## src/rtl/keypad_scanner.sv

```systemverilog
// 4x4 matrix keypad scanner: strobes one active-low column at a time, samples the rows,
// and debounces whole-scan results into single-cycle key events for the parking meter.
module keypad_scanner #(
    parameter int SCAN_DIV       = 50000,
    parameter int DEBOUNCE_SCANS = 4
) (
    input  logic       clk,
    input  logic       rst_n,
    input  logic [3:0] row,
    output logic [3:0] col,
    output logic [3:0] key,
    output logic       key_valid,
    output logic       key_held,
    output logic       multi
);

    localparam int             DW         = $clog2(SCAN_DIV);
    localparam logic [DW-1:0]  DWELL_LAST = DW'(SCAN_DIV - 1);
    localparam logic [3:0]     DEB        = 4'(DEBOUNCE_SCANS);

    typedef enum logic [1:0] {IDLE, CAND, PRESSED, REL} state_t;

    logic [3:0]    row_meta, row_sync;
    logic [DW-1:0] dwell_cnt;
    logic [1:0]    col_idx;
    logic [11:0]   snapshot;
    logic          sample, eval;
    logic [15:0]   scan_bits;
    logic [4:0]    n_keys;
    logic [3:0]    hit_code;
    logic          single, none;

    state_t     state, state_n;
    logic [3:0] cnt, cnt_n;
    logic [3:0] cand, cand_n;
    logic [3:0] key_n;
    logic       key_valid_n, key_held_n, multi_n;

    assign sample    = (dwell_cnt == DWELL_LAST);
    assign eval      = sample && (col_idx == 2'd3);
    assign scan_bits = {~row_sync, snapshot};
    assign single    = (n_keys == 5'd1);
    assign none      = (n_keys == 5'd0);

    always_comb begin
        col = ~(4'b0001 << col_idx);
    end

    // Column 3 is never stored: it is classified straight from the synchronized rows.
    always_ff @(posedge clk or negedge rst_n) begin
        if (!rst_n) begin
            row_meta  <= 4'hF;
            row_sync  <= 4'hF;
            dwell_cnt <= '0;
            col_idx   <= 2'd0;
            snapshot  <= '0;
        end else begin
            row_meta <= row;
            row_sync <= row_meta;
            if (sample) begin
                dwell_cnt <= '0;
                col_idx   <= col_idx + 2'd1;
                case (col_idx)
                    2'd0:    snapshot[3:0]  <= ~row_sync;
                    2'd1:    snapshot[7:4]  <= ~row_sync;
                    2'd2:    snapshot[11:8] <= ~row_sync;
                    default: ;
                endcase
            end else begin
                dwell_cnt <= dwell_cnt + 1'b1;
            end
        end
    end

    always_comb begin
        n_keys   = '0;
        hit_code = '0;
        for (int i = 0; i < 16; i++) begin
            if (scan_bits[i]) begin
                n_keys   = n_keys + 5'd1;
                hit_code = 4'(i);
            end
        end
    end

    always_ff @(posedge clk or negedge rst_n) begin
        if (!rst_n) begin
            state     <= IDLE;
            cnt       <= '0;
            cand      <= '0;
            key       <= '0;
            key_valid <= 1'b0;
            key_held  <= 1'b0;
            multi     <= 1'b0;
        end else begin
            state     <= state_n;
            cnt       <= cnt_n;
            cand      <= cand_n;
            key       <= key_n;
            key_valid <= key_valid_n;
            key_held  <= key_held_n;
            multi     <= multi_n;
        end
    end

    // A multi-key scan looks like "nothing" to press acceptance but "something" to release.
    always_comb begin
        state_n     = state;
        cnt_n       = cnt;
        cand_n      = cand;
        key_n       = key;
        key_valid_n = 1'b0;
        key_held_n  = key_held;
        multi_n     = multi;
        if (eval) begin
            multi_n = (n_keys >= 5'd2);
            case (state)
                IDLE: begin
                    if (single) begin
                        if (DEB == 4'd1) begin
                            state_n     = PRESSED;
                            key_n       = hit_code;
                            key_valid_n = 1'b1;
                            key_held_n  = 1'b1;
                        end else begin
                            state_n = CAND;
                            cand_n  = hit_code;
                            cnt_n   = 4'd1;
                        end
                    end
                end
                CAND: begin
                    if (single && hit_code == cand) begin
                        if (cnt + 4'd1 == DEB) begin
                            state_n     = PRESSED;
                            key_n       = cand;
                            key_valid_n = 1'b1;
                            key_held_n  = 1'b1;
                        end else begin
                            cnt_n = cnt + 4'd1;
                        end
                    end else if (single) begin
                        cand_n = hit_code;
                        cnt_n  = 4'd1;
                    end else begin
                        state_n = IDLE;
                    end
                end
                PRESSED: begin
                    if (none) begin
                        if (DEB == 4'd1) begin
                            state_n    = IDLE;
                            key_held_n = 1'b0;
                        end else begin
                            state_n = REL;
                            cnt_n   = 4'd1;
                        end
                    end
                end
                REL: begin
                    if (none) begin
                        if (cnt + 4'd1 == DEB) begin
                            state_n    = IDLE;
                            key_held_n = 1'b0;
                        end else begin
                            cnt_n = cnt + 4'd1;
                        end
                    end else begin
                        state_n = PRESSED;
                    end
                end
                default: state_n = IDLE;
            endcase
        end
    end

endmodule
```

## config.mk

```make
export PLATFORM = sky130hd
export DESIGN_NAME = keypad_scanner
export DESIGN_NICKNAME = d
export VERILOG_FILES = /design/src/rtl/keypad_scanner.sv
export SDC_FILE = /design/constraint.sdc
export NUM_CORES = 1
export LEC_CHECK = 0
export CAP_MARGIN = 0
export CORE_MARGIN = 3
export CORE_UTILIZATION = 45
export DETAILED_ROUTE_END_ITERATION = 12
export PLACE_DENSITY = 0.74
export SLEW_MARGIN = 20
export SYNTH_ARGS = -nofsm -noshare
export SYNTH_HDL_FRONTEND = slang
export SYNTH_SLANG_ARGS = --single-unit
```

## constraint.sdc

```tcl
create_clock -name clk -period 13.6 [get_ports clk]
set_input_delay 2.72 -clock clk [delete_from_list [all_inputs] [get_ports clk]]
set_output_delay 2.72 -clock clk [all_outputs]
set_load 0.02 [all_outputs]
```

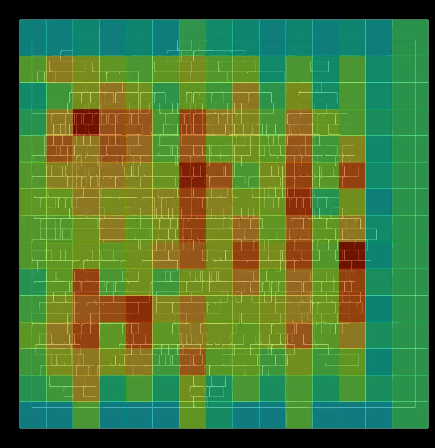
Figure 1: run 1, congestion heat map.
routing usage on met3: 0.0188
final core utilization: 0.505
wire per inst: 14.0 um

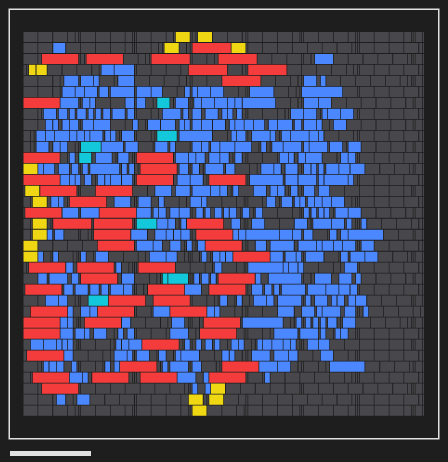
Figure 2: run 1, cell classes on the final placement.
Bar = 20 um. Fill, decap, tap and diode cells in grey.
colour	class	cells	share of their area
blue	combinational and other logic	413	65%
yellow	other buffers and delay cells	17	3.5%
cyan	clock drivers and dummy loads	8	2.0%
red	flops	55	30%
Core Box Area: 9460 sq um
Seq/total area: 0.290
row cnt: 35
post-layout instance area: 4780 sq um

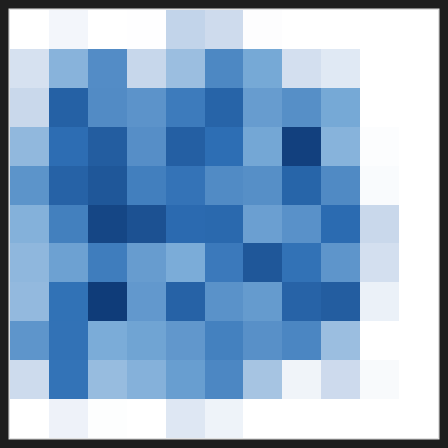
Figure 3: run 1, local utilization.
11 x 11 tiles, from white (low) to dark blue (high), 0 to 100% covered.
fullest tile	95%
nearly empty tiles	24%
mean over tiles	41%
tiles over 75% full	16%
Initial Util: 0.475

==> flow_summary.ini, run 1 <==
; physical design summary
[finish]
comb_cells = 392
largest_reg_flops = 16
layout_top_cell = nand2_1
area_delta_synth_final_pct = 6.29

[worst_setup_path]
cp.arrival_ns = 11.24
cpMostUsedCell = ha_1
startpoint_type = flip-flop

[sta]
finalClockSkew_ns = 0.0119
max_freq_mhz = 90.5
holdWs_ns = 0.360
setup_viol = 0
drv_slew = 0
postLayoutSetupSlackWorst_ns = 2.55

[synth]
avgSynthCellArea_sq_um = 9.21
ys_cells = 488
ys_sh_simple = 0.215
top_cells_by_area = dfrtp_1, ha_1, xnor2_1, nand2_1, dfstp_2
ys_warn_count = 0
xor_share = 0.162
yosysTopAreaCellShare = 0.262
synth.cell_area_sq_um = 4500

[route]
ant_nets = 0
wl_met2_um = 4310
route.detailed.drc = 0

[clock_network]
clkTransAtPathRegs_ns = 0.11
cts_tree = done
cts_sinks = 55

[min_path]
worstHoldStart = row_meta[1]
hold_path_class = reg -> reg

[grt]
grt_max_degree = 56

[place]
dp_hpwl_um = 6560
gp_congestion = 0.870

[run]
maxCapViolCount = 0

[status]
status = finished clean

[power_and_ir_drop]
power_w = 0.000287
## run 1: routing by layer
| metal | up-vias | track usage |
|---|---|---|
| met1 | 1609 | 0.217 |
| met3 | 9 | 0.0188 |
| li1 | 1733 | - |
| met5 | - | 0 |
| met2 | 52 | 0.282 |
| met4 | 0 | 0.0463 |
## run 1: cell families (layout without fill, tap and decap cells)
logic type      count (synthesis)  in the layout
flops                          55             55
xor+xnor                       64             64
simple gates                  185            185
buf+inv                        41             46
fa+ha+maj                      21             21
compound gates                101            101
mux                            21             21
## run 1: stage by stage
stage,util,cells
2_1_floorplan,-,488
3_3_place_gp,0.496,614
3_5_place_dp,0.496,614
4_1_cts,0.505,622
5_1_grt,0.505,622
6_report,0.505,622
## run 1: power breakdown
group          switching, W  leakage, nW  internal [W]
combinational     0.0000164         1.26     0.0000107
sequential       0.00000244        0.727      0.000166
clock             0.0000547       0.0458     0.0000375
## run 1: how the worst max path moves through the flow
stage                 from      to  slack, ns  cells past startpoint
6_report       snapshot[0]  key[1]       2.55                     52
5_1_grt        snapshot[1]  key[1]       1.69                     52
4_1_cts        snapshot[0]  key[0]       2.59                     52
3_5_place_dp   snapshot[0]  key[0]       2.66                     52
3_3_place_gp   snapshot[0]  key[1]       3.10                     52
2_1_floorplan  snapshot[0]  key[0]       3.72                     52
## run 1: Yosys cell counts, types with 7 or more instances
library cell and count:
a21oi_1 24, a31oi_1 7, clkbuf_1 8, dfrtp_1 47
dfstp_2 8, ha_1 21, inv_1 20, mux2_2 8
nand2_1 57, nand2b_1 8, nand3_1 16, nor2_1 36
nor2b_1 7, nor3_1 11, o21ai_0 21, xnor2_1 29
xor2_1 21
==> run 2: changes to the inputs <==
--- a/config.mk
+++ b/config.mk
@@ -9,7 +9,7 @@
 export CORE_MARGIN = 3
 export CORE_UTILIZATION = 45
 export DETAILED_ROUTE_END_ITERATION = 12
-export PLACE_DENSITY = 0.74
+export PLACE_DENSITY = 0.76
 export SLEW_MARGIN = 20
 export SYNTH_ARGS = -nofsm -noshare
 export SYNTH_HDL_FRONTEND = slang
==> constraint.sdc (replaced) <==
create_clock -name clk -period 9.78 [get_ports clk]
set_input_delay 1.956 -clock clk [delete_from_list [all_inputs] [get_ports clk]]
set_output_delay 1.956 -clock clk [all_outputs]
set_load 0.02 [all_outputs]
==> run 2 against run 1 <==
Against the previous run:
- clock skew is 0.0027 ns lower
- synthesized cell count did not move
- hold slack better by 0.0020 ns
- wire length increased by 17%
- core utilization is 6.1 points higher
- setup slack worse by 2.5 ns
- final cell count up 4.8%
- critical endpoint is now key[3]
- largest power group unchanged
- highest routed layer unchanged
==> flow_summary.ini, run 2 <==
; physical design summary
[status]
status = finished clean

[grt]
grt_max_degree = 56
use_met2 = 0.330
busiest_layer = met2

[synth]
yosys-top-cells-count = nand2_1, dfrtp_1, nor2_1, xnor2_1, a21oi_1
ys_cells = 488
top_cells_by_area = dfrtp_1, ha_1, xnor2_1, nand2_1, dfstp_2
avgSynthCellArea_sq_um = 9.21
xor_share = 0.162
ys_sh_simple = 0.215

[power_and_ir_drop]
share_comb_of_total_power = 0.125
p_seq_w = 0.000234
intPower_w = 0.000308
power_w = 0.000427
pwr-share-clk = 0.326
p_seq_frac = 0.549
power_leader = registers
pg_comb_w = 0.0000536
p_sw_frac = 0.278
p_clk_w = 0.000139
p_switching_w = 0.000118

[clock_network]
cts_tree = done
cts_sinks = 55

[finish]
largest_reg_flops = 16
comb_cells = 392
layout_top_cell = nand2_1
seq_share = 0.259
finalInstanceArea_sq_um = 5350
finalCoreUtilization = 0.566
area_delta_synth_final_pct = 19.1

[sta]
drv_slew = 0
setup_viol = 0
max_freq_mhz = 103
finalClockSkew_ns = 0.00922

[worst_setup_path]
cpMostUsedCell = ha_4

[place]
dp_hpwl_um = 6860
gp_congestion = 0.899

[run]
maxCapViolCount = 0

[route]
route.detailed.drc = 0

[min_path]
hold_path_class = reg -> reg
run 2: netlist changes by cell type in the layout (fill, tap and decap cells not counted), moves of 5 or more:
| cell | delta |
|---|---|
| nand2_2 | +5 |
| ha_4 | +7 |
| ha_1 | -10 |
| nand2_1 | -6 |
| mux2_4 | +6 |
| buf_4 | +30 |
run 2: metrics by stage:
| stage | hold slack (ns) | std cells | setup slack (ns) |
|---|---|---|---|
| after floorplan | 0.345 | 488 | 0.0248 |
| after global placement | 0.346 | 626 | 0.0455 |
| after detailed placement | 0.347 | 626 | -0.317 |
| after CTS | 0.363 | 642 | 0.00771 |
| after global routing | 0.367 | 652 | -0.326 |
| final | 0.362 | 652 | 0.0756 |
run 2: worst paths after layout:
| check | startpoint | to | depth (start not counted) |
|---|---|---|---|
| min in group asynchronous | rst_n | cnt[2] | 2 |
| worst max-delay path | snapshot[0] | key[3] | 51 |
| worst min register to register | row_meta[0] | row_sync[0] | 0 |
| max in group asynchronous | rst_n | snapshot[2] | 2 |
| worst min-delay path | row_meta[0] | row_sync[0] | 0 |
| worst max register to register | snapshot[0] | key[3] | 51 |
run 2: layer usage:
| layer | part of all wire | vias up | wire length (um) |
|---|---|---|---|
| li1 | - | 1793 | - |
| met1 | 0.45 | 1803 | 4560 |
| met2 | 0.52 | 69 | 5310 |
| met3 | 0.024 | 13 | 243 |
| met4 | 0.011 | 0 | 115 |
| met5 | 0 | - | 0 |
run 2: repair_timing:
item / in CTS / in global routing
endpoints found under the setup margin: 15 / 17
setup buffers: 8 / 11
gates resized: 22 / 39
gates cloned: 0 / 0
pin swaps: 15 / 28
run 2: kinds of logic after synthesis:
family | count (synthesis)
AOI/OAI and AO/OA | 101
xor gates and xnor gates | 64
adders and majority gates | 21
buffers and inverters | 41
DFF | 55
muxes | 21
and+or+nand+nor | 185
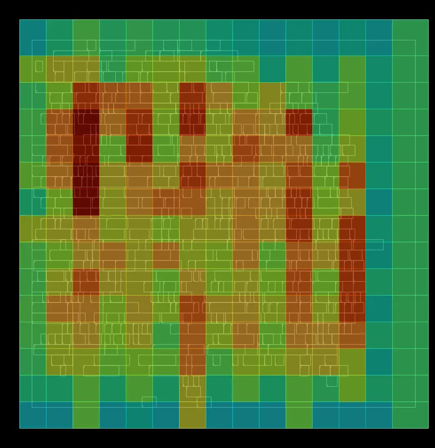
Figure 4: run 2, congestion heat map.
wire per inst: 15.7 um
GRT Total Usage: 0.178
met1 GRT Util: 0.218

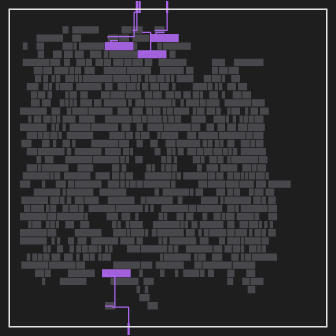
Figure 5: run 2, nets reached from selected ports.
colour	port	direction	edge	end cells	buffers	wire
purple	row	input	3 north, 1 south	4	4	89.4 um
IO Pins: 17
input/output buffers: 16

==> run 3: changes to the inputs <==
--- a/config.mk
+++ b/config.mk
@@ -8,8 +8,11 @@
 export CAP_MARGIN = 0
 export CORE_MARGIN = 3
 export CORE_UTILIZATION = 45
+export CTS_BUF_LIST = sky130_fd_sc_hd__clkbuf_4
 export DETAILED_ROUTE_END_ITERATION = 12
-export PLACE_DENSITY = 0.76
+export DONT_BUFFER_PORTS = 1
+export HOLD_SLACK_MARGIN = 0.02
+export PLACE_DENSITY = 0.74
 export SLEW_MARGIN = 20
 export SYNTH_ARGS = -nofsm -noshare
 export SYNTH_HDL_FRONTEND = slang
==> run 3 against run 2 <==
Against the previous run:
- the flow now finishes with violations (setup timing)
- global-route usage increased by 3.0 points
- final cell count is 12% higher
- sequential cell count unchanged
- setup slack worse by 0.12 ns
- wire length up 23%
- sequential share of layout area is 3.2 points lower
- die size unchanged
- synthesized cell count unchanged
- register-to-register slack worse by 0.12 ns
- fmax down 1.2%
- clock skew grew 0.012 ns
- largest cell class unchanged
==> flow_summary.ini, run 3 <==
; physical design summary
[status]
status = finished, violations left
violations = setup timing

[sta]
postLayoutSetupSlackWorst_ns = -0.0396
max_freq_mhz = 102
setup_viol = 4

[place]
port_buffers = 0
pre_cts_slack_ns = -0.224

[grt]
grt_usage = 0.207
busiest_layer = met2
grt_max_degree = 56

[power_and_ir_drop]
p_seq_w = 0.000235
pwr-share-clk = 0.267
p_clk_w = 0.000104
intPower_w = 0.000287

[floorplan]
io_pins = 17

[finish]
layout_top_cell = buf_4
largest_reg_flops = 16

[worst_setup_path]
startpoint = snapshot[0]
cpMostUsedCell = ha_4
reg2reg_depth = 52
r2r-end = key[1]

[synth]
top_cells_by_area = dfrtp_1, ha_1, xnor2_1, nand2_1, dfstp_2
xor_share = 0.162

[clock_network]
cts_tree = done
run 3: how the worst max path moves through the flow:
stage | end | depth (start not counted)
after floorplan | key[0] | 52
after global placement | key[2] | 52
after detailed placement | cnt[0] | 53
after CTS | key[1] | 52
after global routing | cnt[2] | 53
final | key[1] | 52
run 3: layer usage:
metal  part of all wire  routed length [um]  vias up
met5                  0                   0        -
met4              0.048                 599        0
met3              0.050                 624       47
met2               0.50                6290      146
met1               0.40                5060     2002
li1                   -                   -     1937
run 3: final cells by class:
class,instances,area (sq um)
sequential,55,1390
multi-input combinational,392,3470
fill,695,3360
clock inverter,2,16.3
clock buffer,6,45.0
tap,129,161
timing repair buffer,122,935
inverter,21,78.8
run 3: cells by family (layout without fill, tap and decap cells):
kind of cell    after synthesis  count (layout)
compound gates              101             101
xor+xnor                     64              64
fa+ha+maj                    21              21
buf+inv                      41             151
flops                        55              55
mux                          21              21
simple gates                185             185
run 3: metrics by stage:
step	TNS, ns	total power [W]	cells	hold slack, ns	util
2_1_floorplan	0	0.000264	488	0.345	-
3_3_place_gp	0	0.000273	614	0.346	0.495
3_5_place_dp	-2.32	0.000274	614	0.351	0.495
4_1_cts	0	0.000385	701	0.370	0.585
5_1_grt	-4.36	0.000404	727	0.372	0.645
6_report	-0.135	0.000389	727	0.369	0.645
run 3: what timing repair did:
item                       CTS  global route
gates cloned                 0             0
pin swaps                   17            37
buffers inserted            79            31
setup endpoints to repair   15            17
resized                     35            59
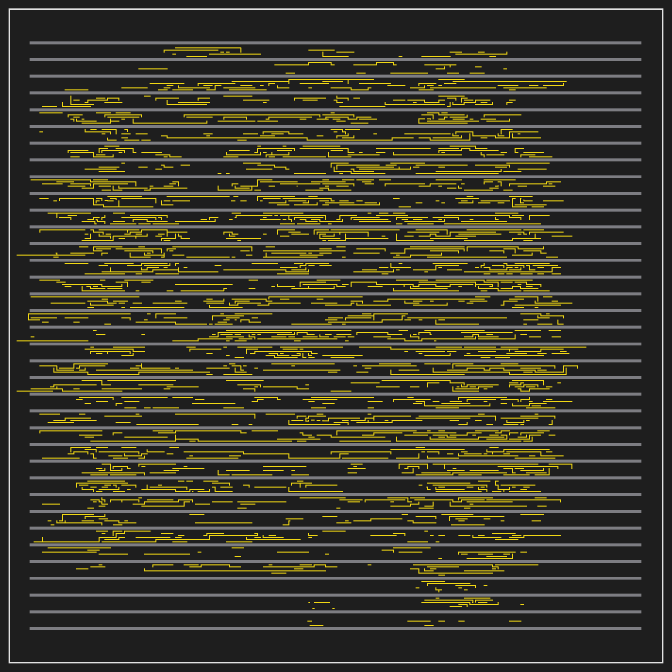
Figure 6: run 3, signal wires on met1.
Supply wires on this layer in grey.
share of all routed wire	40%
longest straight run	29.4 um
nets with wire on the layer	594
wire length on this layer	5060 um
routed via count: 4132
routed wire length: 12600 um
met1 GRT Util: 0.243

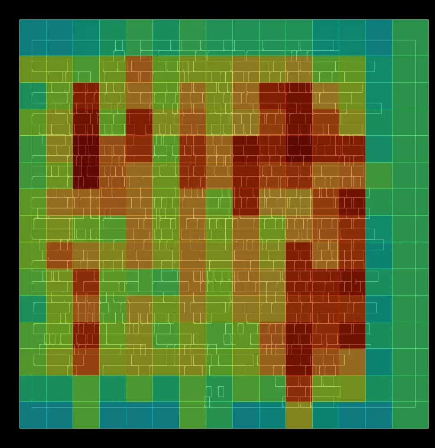
Figure 7: run 3, congestion heat map.
met2 usage: 0.371
routing usage on met3: 0.0346

Power figures rest on the tool's default switching activity, not on a simulated workload.
